## src/rtl/display_pkg.sv

```systemverilog
// display_pkg
//   Shared constants for the six-digit multiplexed time display:
//   active-low seven-segment patterns ({g,f,e,d,c,b,a}, 0 = lit),
//   the blink field-select encoding, the digit count, and a helper
//   that maps a scan index to the time field that owns it.
package display_pkg;

    localparam int NUM_DIGITS = 6;

    localparam logic [6:0] SEG_0    = 7'h40;
    localparam logic [6:0] SEG_1    = 7'h79;
    localparam logic [6:0] SEG_2    = 7'h24;
    localparam logic [6:0] SEG_3    = 7'h30;
    localparam logic [6:0] SEG_4    = 7'h19;
    localparam logic [6:0] SEG_5    = 7'h12;
    localparam logic [6:0] SEG_6    = 7'h02;
    localparam logic [6:0] SEG_7    = 7'h78;
    localparam logic [6:0] SEG_8    = 7'h00;
    localparam logic [6:0] SEG_9    = 7'h10;
    localparam logic [6:0] SEG_DASH = 7'h3F;   // g only
    localparam logic [6:0] SEG_OFF  = 7'h7F;   // all segments dark

    typedef enum logic [1:0] {
        SEL_NONE = 2'd0,
        SEL_HOUR = 2'd1,
        SEL_MIN  = 2'd2,
        SEL_SEC  = 2'd3
    } field_sel_e;

    // Digits 0-1 are hours, 2-3 minutes, 4-5 seconds.
    function automatic field_sel_e digit_field(input logic [2:0] idx);
        field_sel_e f;
        case (idx)
            3'd0, 3'd1: f = SEL_HOUR;
            3'd2, 3'd3: f = SEL_MIN;
            3'd4, 3'd5: f = SEL_SEC;
            default:    f = SEL_NONE;
        endcase
        return f;
    endfunction

endpackage

```

## src/rtl/bcd_to_seg7.sv

```systemverilog
// bcd_to_seg7
//   Combinational BCD to active-low seven-segment decoder.
//   Values above 9 are not valid BCD and render as a dash.
// Ports:
//   bcd  in  [3:0]  digit value
//   seg  out [6:0]  {g,f,e,d,c,b,a}, active-low
module bcd_to_seg7
    import display_pkg::*;
(
    input  logic [3:0] bcd,
    output logic [6:0] seg
);

    always_comb begin
        seg = SEG_DASH;
        case (bcd)
            4'd0:    seg = SEG_0;
            4'd1:    seg = SEG_1;
            4'd2:    seg = SEG_2;
            4'd3:    seg = SEG_3;
            4'd4:    seg = SEG_4;
            4'd5:    seg = SEG_5;
            4'd6:    seg = SEG_6;
            4'd7:    seg = SEG_7;
            4'd8:    seg = SEG_8;
            4'd9:    seg = SEG_9;
            default: seg = SEG_DASH;
        endcase
    end

endmodule

```

## src/rtl/time_display_scan.sv

```systemverilog
// time_display_scan
//   Scans six BCD time digits onto a common-anode seven-segment display,
//   one digit per SCAN_DIV cycles. All six digits are captured together on
//   entry to digit 0 so a frame never mixes old and new values.
//   Optional field blinking is built when DISP_BLINK_EN is defined; without
//   it set_sel is ignored and every digit is driven every frame.
// Parameters:
//   SCAN_DIV   cycles per digit (>= 2)
//   BLINK_DIV  frames per blink half-period (>= 1)
// Ports:
//   clk, rst            clock; asynchronous active-high reset
//   Hh,Hl,mh,ml,sh,sl   BCD time digits
//   set_sel             field to blink (0 none, 1 h, 2 m, 3 s)
//   seg                 segments {g,f,e,d,c,b,a}, active-low, registered
//   an                  digit enables, active-low, an[0] = leftmost
//   dp                  colon/decimal point, active-low
module time_display_scan
    import display_pkg::*;
#(
    parameter int SCAN_DIV  = 50000,
    parameter int BLINK_DIV = 64
) (
    input  logic       clk,
    input  logic       rst,
    input  logic [3:0] Hh,
    input  logic [3:0] Hl,
    input  logic [3:0] mh,
    input  logic [3:0] ml,
    input  logic [3:0] sh,
    input  logic [3:0] sl,
    input  logic [1:0] set_sel,
    output logic [6:0] seg,
    output logic [5:0] an,
    output logic       dp
);

    localparam int CW = $clog2(SCAN_DIV);
    localparam logic [CW-1:0] CNT_LAST = CW'(SCAN_DIV - 1);
    localparam logic [2:0]    IDX_LAST = 3'(NUM_DIGITS - 1);

    logic [CW-1:0] cnt_q, cnt_d;
    logic [2:0]    idx_q, idx_d;
    logic [23:0]   snap_q, snap_d;
    logic [6:0]    seg_q, seg_d;
    logic [5:0]    an_q, an_d;
    logic          dp_q, dp_d;

    logic          cnt_last;
    logic          frame_end;
    logic [3:0]    cur_digit;
    logic [6:0]    dec_seg;
    logic          blank;

    always_comb begin
        cnt_last  = (cnt_q == CNT_LAST);
        frame_end = cnt_last && (idx_q == IDX_LAST);

        cnt_d = cnt_last ? '0 : cnt_q + 1'b1;
        idx_d = idx_q;
        if (cnt_last)
            idx_d = (idx_q == IDX_LAST) ? 3'd0 : idx_q + 3'd1;

        // Capture on the same edge that moves idx back to 0.
        snap_d = frame_end ? {Hh, Hl, mh, ml, sh, sl} : snap_q;
    end

    always_comb begin
        cur_digit = 4'd0;
        case (idx_q)
            3'd0:    cur_digit = snap_q[23:20];
            3'd1:    cur_digit = snap_q[19:16];
            3'd2:    cur_digit = snap_q[15:12];
            3'd3:    cur_digit = snap_q[11:8];
            3'd4:    cur_digit = snap_q[7:4];
            3'd5:    cur_digit = snap_q[3:0];
            default: cur_digit = 4'd0;
        endcase
    end

    bcd_to_seg7 u_dec (
        .bcd (cur_digit),
        .seg (dec_seg)
    );

`ifdef DISP_BLINK_EN
    localparam int FW = (BLINK_DIV > 1) ? $clog2(BLINK_DIV) : 1;
    localparam logic [FW-1:0] FRAME_LAST = FW'(BLINK_DIV - 1);

    logic [FW-1:0] frame_q, frame_d;
    logic          blink_ph_q, blink_ph_d;

    // Phase flips on frame boundaries only, so blanking is frame-aligned.
    always_comb begin
        frame_d    = frame_q;
        blink_ph_d = blink_ph_q;
        if (frame_end) begin
            if (frame_q == FRAME_LAST) begin
                frame_d    = '0;
                blink_ph_d = ~blink_ph_q;
            end else begin
                frame_d = frame_q + 1'b1;
            end
        end
        // set_sel is live (not snapshotted) so edits respond next cycle.
        blank = blink_ph_q && (field_sel_e'(set_sel) != SEL_NONE) &&
                (digit_field(idx_q) == field_sel_e'(set_sel));
    end

    always_ff @(posedge clk or posedge rst) begin
        if (rst) begin
            frame_q    <= '0;
            blink_ph_q <= 1'b0;
        end else begin
            frame_q    <= frame_d;
            blink_ph_q <= blink_ph_d;
        end
    end
`else
    logic unused_set_sel;
    assign unused_set_sel = ^set_sel;
    assign blank = 1'b0;
`endif

    // Output stage: registered, so outputs trail idx by one cycle.
    always_comb begin
        seg_d = dec_seg;
        an_d  = ~(6'd1 << idx_q);
        dp_d  = ~((idx_q == 3'd1) || (idx_q == 3'd3));
        if (blank) begin
            seg_d = SEG_OFF;
            an_d  = 6'h3F;
            dp_d  = 1'b1;
        end
    end

    always_ff @(posedge clk or posedge rst) begin
        if (rst) begin
            cnt_q  <= '0;
            idx_q  <= 3'd0;
            snap_q <= '0;
            seg_q  <= SEG_OFF;
            an_q   <= 6'h3F;
            dp_q   <= 1'b1;
        end else begin
            cnt_q  <= cnt_d;
            idx_q  <= idx_d;
            snap_q <= snap_d;
            seg_q  <= seg_d;
            an_q   <= an_d;
            dp_q   <= dp_d;
        end
    end

    assign seg = seg_q;
    assign an  = an_q;
    assign dp  = dp_q;

endmodule

```

## config.mk

```make
export PLATFORM = sky130hd
export DESIGN_NAME = time_display_scan
export DESIGN_NICKNAME = d
export VERILOG_FILES = /design/src/rtl/display_pkg.sv /design/src/rtl/bcd_to_seg7.sv /design/src/rtl/time_display_scan.sv
export SDC_FILE = /design/constraint.sdc
export NUM_CORES = 1
export LEC_CHECK = 0
export CAP_MARGIN = 15
export CORE_MARGIN = 4
export CORE_UTILIZATION = 25
export DETAILED_ROUTE_END_ITERATION = 12
export HOLD_SLACK_MARGIN = 0.02
export SETUP_SLACK_MARGIN = 0.2
export SLEW_MARGIN = 20
export SYNTH_ARGS = -nofsm -noshare
export SYNTH_HDL_FRONTEND = slang
export SYNTH_SLANG_ARGS = --single-unit
```

## constraint.sdc

```tcl
create_clock -name clk -period 2.8 [get_ports clk]
set_clock_uncertainty 0.2 [all_clocks]
set_input_delay 0.56 -clock clk [delete_from_list [all_inputs] [get_ports clk]]
set_output_delay 0.56 -clock clk [all_outputs]
set_load 0.01 [all_outputs]
```

==> run_1/placement_by_type.png <==
The bar under the picture is 20 um long.
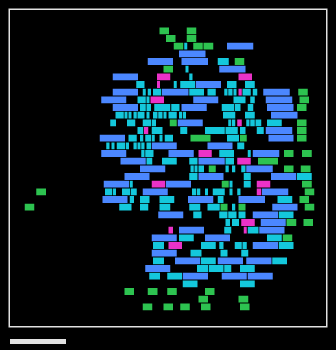
other buffers and delay cells -> green  # cells 47
combinational and other logic -> cyan  # cells 149
clock drivers and dummy loads -> magenta  # cells 16
flops -> blue  # cells 57
Final Core Density: 32.89%
sequential share of cell area: 42.00%
Non-Filler Cell Area, Final: 3441 sq um
number of placement rows: 37
standard cell core area: 10460 sq um

==> run_1/clk_routes.png <==
The bar under the picture is 20 um long.
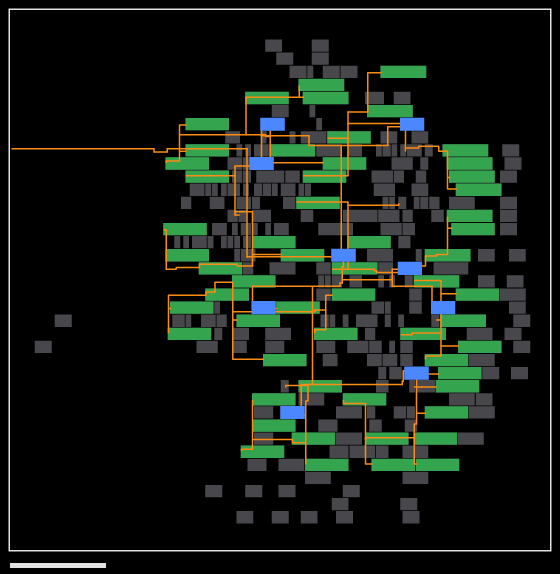
clock drivers -> blue  # count 9
clock wires -> orange  # length 810 um
flip-flops -> green  # count 57
routed clock nets = 10

==> run_1/congestion.png <==
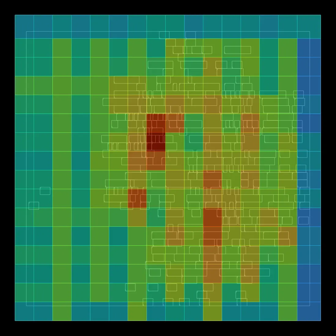
global-route track usage on met2: 14.54%
met1 track demand over resource: 11.37%
Wirelength per Cell: 13.24 um

==> run_1/flops_by_reg.png <==
The bar under the picture is 20 um long.
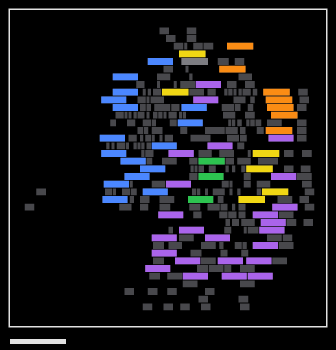
idx_q -> green  # sequential cells 3
snap_q -> purple  # sequential cells 24
an -> yellow  # sequential cells 6, where right middle
seg -> orange  # sequential cells 7
cnt_q -> blue  # sequential cells 16
not colored = 1
storage element area: 1445 sq um
sequential power: 825 uW

==> results.json, run 1 <==
{
  "outcome": "completed",
  "h-tree-depth": 3,
  "final_antenna_net_count": 0,
  "power.share.clock_pct": 41.4,
  "post-cts-setup-buffer-count": 0,
  "final.signal_buffer_count": 47,
  "fp.dieH_um": 112.1,
  "grt_setup_unrepaired": "no",
  "area_growth_pct": 26.96,
  "ioPinCount": 42,
  "synth_cell_type_count": 39,
  "nClkBuffers": 12,
  "total_number_of_vias": 1674,
  "nNonClkInverters": 12,
  "hold_class": "flop to flop",
  "hpwl_dp_um": 3815,
  "max_cap_viol_count": 0,
  "dr.max_layer_used": "met4",
  "timing.critical_path.required_ps": 2810,
  "cp.buffers_inverters": 1,
  "finalNetCount": 299,
  "grt_pass1_vias": 1804,
  "tritoncts": "yes",
  "floorplan.initialDensity_pct": 25.90,
  "timing.final.max_slew_violations": 0,
  "fp_nets": 249,
  "sh_comb_area_pct": 33.42,
  "area.combinational_sq_um": 1150,
  "numClockSinks": 57,
  "detailedRoute.firstIterationViolations": 92,
  "layout-drive-gt1-share_pct": 26.77,
  "crit_path_max_fanout": 22,
  "met2WireLength_um": 2615,
  "ctsLongestPathBuffers": 2,
  "worst_setup_path_start_kind": "flop",
  "grt_usage_pct": 9.201,
  "layout_top_cell_excl_fill_tap": "sky130_fd_sc_hd__dfrtp_1",
  "maxClockFrequency_mhz": 409.7,
  "ys.flop_type": "sky130_fd_sc_hd__dfrtp_1",
  "antenna_found_initial": 0
}
[run 1: cell families (layout without fill, tap and decap cells)]
| group | Yosys count | in the layout | share of synthesized area (%) |
|---|---|---|---|
| AND-OR/OR-AND | 20 | 20 | 5.540 |
| XOR/XNOR | 15 | 15 | 4.848 |
| adder cells (fa/ha/maj) | 7 | 7 | 3.232 |
| buffers and inverters | 20 | 75 | 4.340 |
| flip-flops | 57 | 57 | 53.28 |
| multiplexers | 32 | 32 | 15.93 |
| AND/OR/NAND/NOR | 63 | 63 | 12.84 |
[run 1: metrics by stage]
step	util (%)	instance area (sq um)	std cells	power, mW	hold slack, ps
2_1_floorplan	-	2710	214	0.8516	255.1
3_5_place_dp	31.38	3283	389	0.8983	283.1
6_report	32.89	3441	405	1.504	289.7
4_1_cts	32.86	3438	405	1.534	291.8
5_1_grt	32.89	3441	405	1.580	318.3
3_3_place_gp	31.38	3283	389	0.8975	267.8
[run 1: path summary, 6_finish.rpt]
check / startpoint / end / slack (ps)
min in group asynchronous: rst / snap_q[2]$_DFFE_PP0P_ / 350
max in group asynchronous: rst / idx_q[1]$_DFFE_PP0N_ / 1490
setup reg to reg: cnt_q[0]$_DFF_PP0_ / snap_q[21]$_DFFE_PP0P_ / 360
setup / recovery: cnt_q[0]$_DFF_PP0_ / snap_q[21]$_DFFE_PP0P_ / 360
hold reg to reg: cnt_q[0]$_DFF_PP0_ / cnt_q[0]$_DFF_PP0_ / 290
hold / removal: cnt_q[0]$_DFF_PP0_ / cnt_q[0]$_DFF_PP0_ / 290
[run 1: sequential cells by signal (all words and copies together) (netlist names)]
| name | count |
|---|---|
| dp | 1 |
| an | 6 |
| cnt_q | 16 |
| seg | 7 |
| snap_q | 24 |
| idx_q | 3 |
==> inputs of run 2 (changes only) <==
--- a/config.mk
+++ b/config.mk
@@ -5,9 +5,11 @@
 export SDC_FILE = /design/constraint.sdc
 export NUM_CORES = 1
 export LEC_CHECK = 0
+export ABC_AREA = 0
 export CAP_MARGIN = 15
 export CORE_MARGIN = 4
 export CORE_UTILIZATION = 25
+export CTS_CLUSTER_SIZE = 8
 export DETAILED_ROUTE_END_ITERATION = 12
 export HOLD_SLACK_MARGIN = 0.02
 export SETUP_SLACK_MARGIN = 0.2
==> run_2/flops_by_reg.png <==
The bar under the picture is 20 um long.
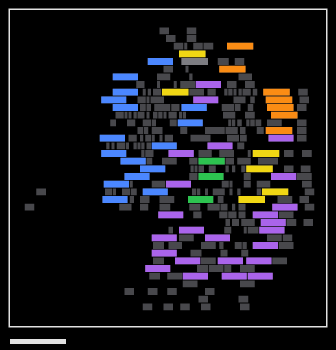
cnt_q -> blue  # sequential cells 16
seg -> orange  # sequential cells 7
snap_q -> purple  # sequential cells 24
an -> yellow  # sequential cells 6, where right middle
idx_q -> green  # sequential cells 3
not colored = 1

==> run_2/clk_routes.png <==
The bar under the picture is 20 um long.
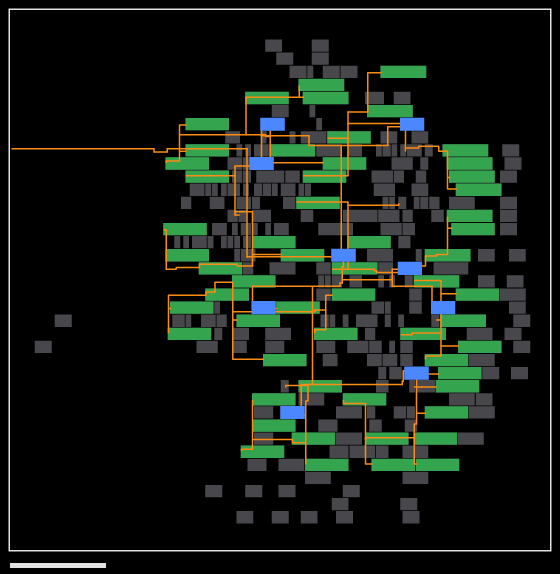
flip-flops -> green  # count 57
clock drivers -> blue  # count 9
clock wires -> orange  # length 810 um
routed clock nets = 10
clock network power share: 41.4%
later-pin clock latency in the skew report: 330 ps
reported clock group power: 622 uW

==> run 2 against run 1 <==
Net effect:
- sequential power hardly changed
- flip-flop count stayed put
- non-clock buffer count stayed put
- power stayed put
- via count stayed put
- register-to-register slack hardly changed
- largest cell class unchanged
==> results.json, run 2 <==
{
  "hpwl_dp_um": 3815,
  "reg_with_most_ffs": "snap_q",
  "grt_pass1_vias": 1804,
  "std_cell_rows": 37,
  "finalNetCount": 299,
  "worst_setup_path_start_kind": "flop",
  "outcome": "completed",
  "timing.critical_path.required_ps": 2810,
  "timing.final.max_slew_violations": 0,
  "synth_cell_type_count": 39,
  "met2WireLength_um": 2615,
  "fp.dieH_um": 112.1,
  "total_placed_cells_including_tap_cells": 389,
  "grt_setup_unrepaired": "no",
  "reg2reg_from": "cnt_q[0]$_DFF_PP0_",
  "crit_path_max_fanout": 22,
  "grt_usage_pct": 9.201,
  "ys.flop_type": "sky130_fd_sc_hd__dfrtp_1",
  "cp.buffers_inverters": 1,
  "final_cells": 405,
  "max_cap_viol_count": 0,
  "worstHoldStart": "cnt_q[0]$_DFF_PP0_",
  "floorplan.initialDensity_pct": 25.90,
  "layout_top_cell_excl_fill_tap": "sky130_fd_sc_hd__dfrtp_1"
}
[run 2: timing repair]
item | in CTS | in global routing
endpoints found under the setup margin | 0 | 22
setup buffers | 0 | 0
hold endpoints to repair | 0 | 0
gates resized | 0 | 2
hold buffers | 0 | 0
[run 2: path summary, 6_finish.rpt]
check | to | slack [ps]
max | snap_q[21]$_DFFE_PP0P_ | 360
min | cnt_q[0]$_DFF_PP0_ | 290
max reg2reg | snap_q[21]$_DFFE_PP0P_ | 360
min reg2reg | cnt_q[0]$_DFF_PP0_ | 290
max in group asynchronous | idx_q[1]$_DFFE_PP0N_ | 1490
min in group asynchronous | snap_q[2]$_DFFE_PP0P_ | 350
[run 2: through the flow]
step	utilization, %	instance area [sq um]
3_5_place_dp	31.38	3283
6_report	32.89	3441
5_1_grt	32.89	3441
2_1_floorplan	-	2710
4_1_cts	32.86	3438
3_3_place_gp	31.38	3283
[run 2: final cells by class]
type | instances | area (sq um) | area share (%)
sequential | 57 | 1445 | 42.00
multi-input combinational | 137 | 1150 | 33.42
tap | 136 | 170.2 | 4.945
timing repair buffer | 47 | 475.5 | 13.82
clock inverter | 4 | 20.02 | 0.5818
inverter | 12 | 45.04 | 1.309
clock buffer | 12 | 135.1 | 3.927
[run 2: where the power goes]
group,switching (mW),internal (mW)
combinational,0.0231,0.0340
clock,0.307,0.315
sequential,0,0.825
[run 2: cell families after synthesis]
kind of cell | count (synthesis) | synth area share, %
mux | 32 | 15.93
fa+ha+maj | 7 | 3.232
buf+inv | 20 | 4.340
compound gates | 20 | 5.540
xor+xnor | 15 | 4.848
simple gates | 63 | 12.84
flops | 57 | 53.28
==> run_2/logic_types.png <==
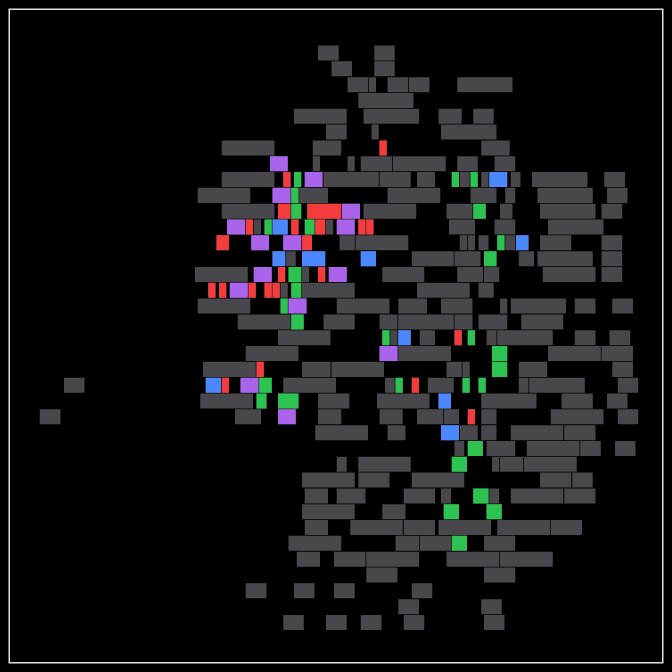

==> inputs of run 3 (changes only) <==
--- a/config.mk
+++ b/config.mk
@@ -8,12 +8,14 @@
 export ABC_AREA = 0
 export CAP_MARGIN = 15
 export CORE_MARGIN = 4
-export CORE_UTILIZATION = 25
+export CORE_UTILIZATION = 53
 export CTS_CLUSTER_SIZE = 8
 export DETAILED_ROUTE_END_ITERATION = 12
 export HOLD_SLACK_MARGIN = 0.02
+export PLACE_DENSITY = 0.79
 export SETUP_SLACK_MARGIN = 0.2
 export SLEW_MARGIN = 20
 export SYNTH_ARGS = -nofsm -noshare
 export SYNTH_HDL_FRONTEND = slang
 export SYNTH_SLANG_ARGS = --single-unit
+export TNS_END_PERCENT = 10
==> run_3/logic_types.png <==
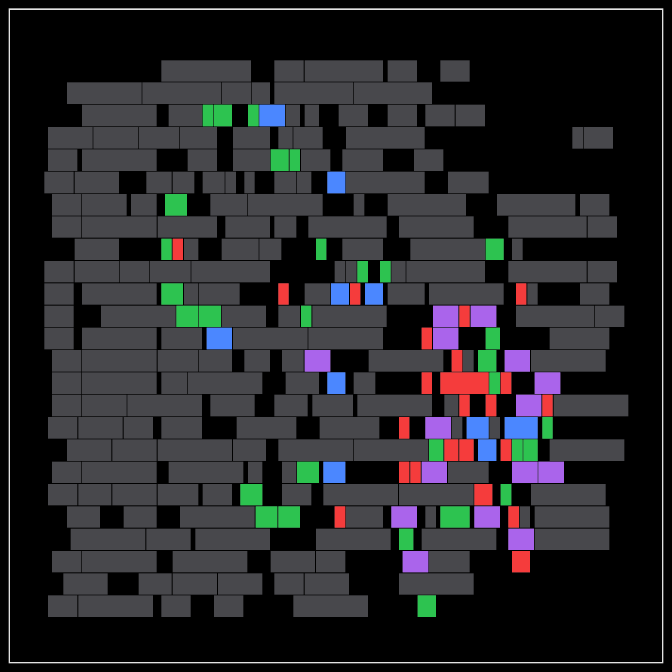
NAND gates -> green  # cells 30, most used nand2_1
XOR/XNOR gates -> purple  # cells 15, most used xnor2_1
AND and OR gates -> blue  # cells 10, most used and2_1
NOR gates -> red  # cells 23, most used nor2_1

==> run_3/clk_routes.png <==
The bar under the picture is 20 um long.
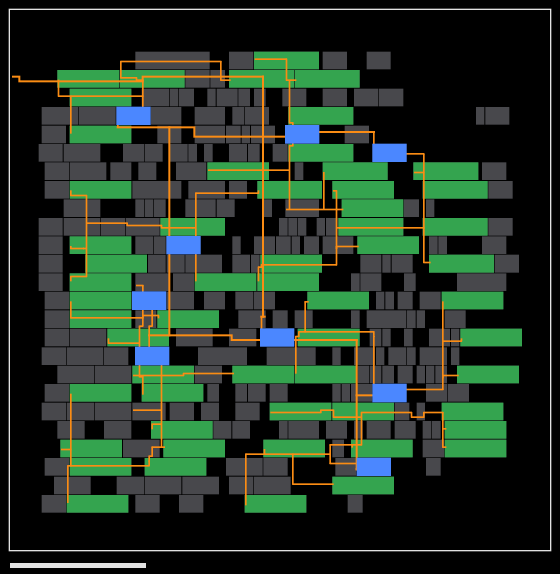
clock drivers -> blue  # count 9
clock wires -> orange  # length 705 um
flip-flops -> green  # count 57
flops lie = widely spread
routed clock nets = 10
reported clock group power: 810 uW
clock network power share: 47.9%

==> run 3 against run 2 <==
Net effect:
- clock power up about 30%
- critical path depth unchanged
- core utilization up 38 points
- flip-flop count unchanged
- die area down 50%
- synthesized area unchanged
- wire length down 8.1%
- sequential power about the same
- worst setup slack worse by 44 ps
- global-route usage up 8.6 points
- hold slack about the same
- cell area down 0.76%
- critical path type unchanged
- largest power group unchanged
==> results.json, run 3 <==
{
  "ys.flop_type": "sky130_fd_sc_hd__dfrtp_1",
  "timing.critical_path.required_ps": 2870,
  "reg_with_most_ffs": "snap_q",
  "crit_path_max_fanout": 14,
  "grt_setup_unrepaired": "no",
  "met2WireLength_um": 2437,
  "max_cap_viol_count": 0,
  "fa_ha_area_share_pct": 3.232,
  "clock_latency_ps": 330,
  "synth-xor-area-share_pct": 4.848,
  "post-cts-setup-buffer-count": 0,
  "cp.buffers_inverters": 1,
  "total_placed_cells_including_tap_cells": 319,
  "grt_usage_pct": 17.76,
  "worstHoldStart": "cnt_q[0]$_DFF_PP0_",
  "hpwl_dp_um": 3503,
  "floorplan.initialDensity_pct": 55.90,
  "fp.dieH_um": 79.51,
  "timing.rr.end": "seg[1]$_DFF_PP1_",
  "synth_cell_type_count": 39,
  "hold_end": "cnt_q[0]$_DFF_PP0_",
  "grt_pass1_vias": 1768,
  "reg2reg_from": "idx_q[1]$_DFFE_PP0N_",
  "netlist_logic_family_top": "multiplexers",
  "finalNetCount": 298,
  "layout_top_cell_excl_fill_tap": "sky130_fd_sc_hd__dfrtp_1",
  "final_cells": 335,
  "std_cell_rows": 25,
  "outcome": "completed",
  "synth.mux.area_fraction_pct": 15.93
}
## run 3: worst max-delay path by stage
stage	end	start	slack, ps	cells past startpoint
4_1_cts	seg[5]$_DFF_PP1_	idx_q[1]$_DFFE_PP0N_	330	6
5_1_grt	seg[3]$_DFF_PP1_	idx_q[1]$_DFFE_PP0N_	200	7
6_report	seg[1]$_DFF_PP1_	idx_q[1]$_DFFE_PP0N_	320	7
3_5_place_dp	seg[5]$_DFF_PP1_	idx_q[1]$_DFFE_PP0N_	340	6
2_1_floorplan	seg[1]$_DFF_PP1_	idx_q[0]$_DFFE_PP0N_	350	8
3_3_place_gp	seg[1]$_DFF_PP1_	idx_q[1]$_DFFE_PP0N_	390	7
## run 3: report_power, final
part	internal, mW	total, mW	switching [mW]
registers	0.825	0.825	0
logic	0.0338	0.0550	0.0212
clock network	0.507	0.810	0.303
total	1.37	1.69	0.324
## run 3: repair_timing
action	in CTS	in global routing
setup endpoints to repair	0	2
resized	0	1
hold endpoints to repair	0	0
## run 3: cell type report
class | count | area, sq um
flip-flops and latches | 57 | 1444
fillers | 334 | 1434
multi-input cells | 137 | 1156
repair buffers | 46 | 467.9
clock buffers | 14 | 182.7
well taps | 67 | 83.83
inverters | 12 | 45.04
clock inverters | 2 | 35.03
## run 3: stage by stage
stage | hold WS (ps) | worst slack, ps | util, % | area (sq um)
after global placement | 272.3 | 393.8 | 65.78 | 3189
after floorplan | 255.1 | 353.9 | - | 2710
after CTS | 298.7 | 327.7 | 70.27 | 3407
after detailed placement | 280.7 | 341.7 | 65.78 | 3189
after global routing | 318.7 | 200.1 | 70.43 | 3415
final | 289.9 | 315.2 | 70.43 | 3415
Power figures rest on the tool's default switching activity, not on a simulated workload.
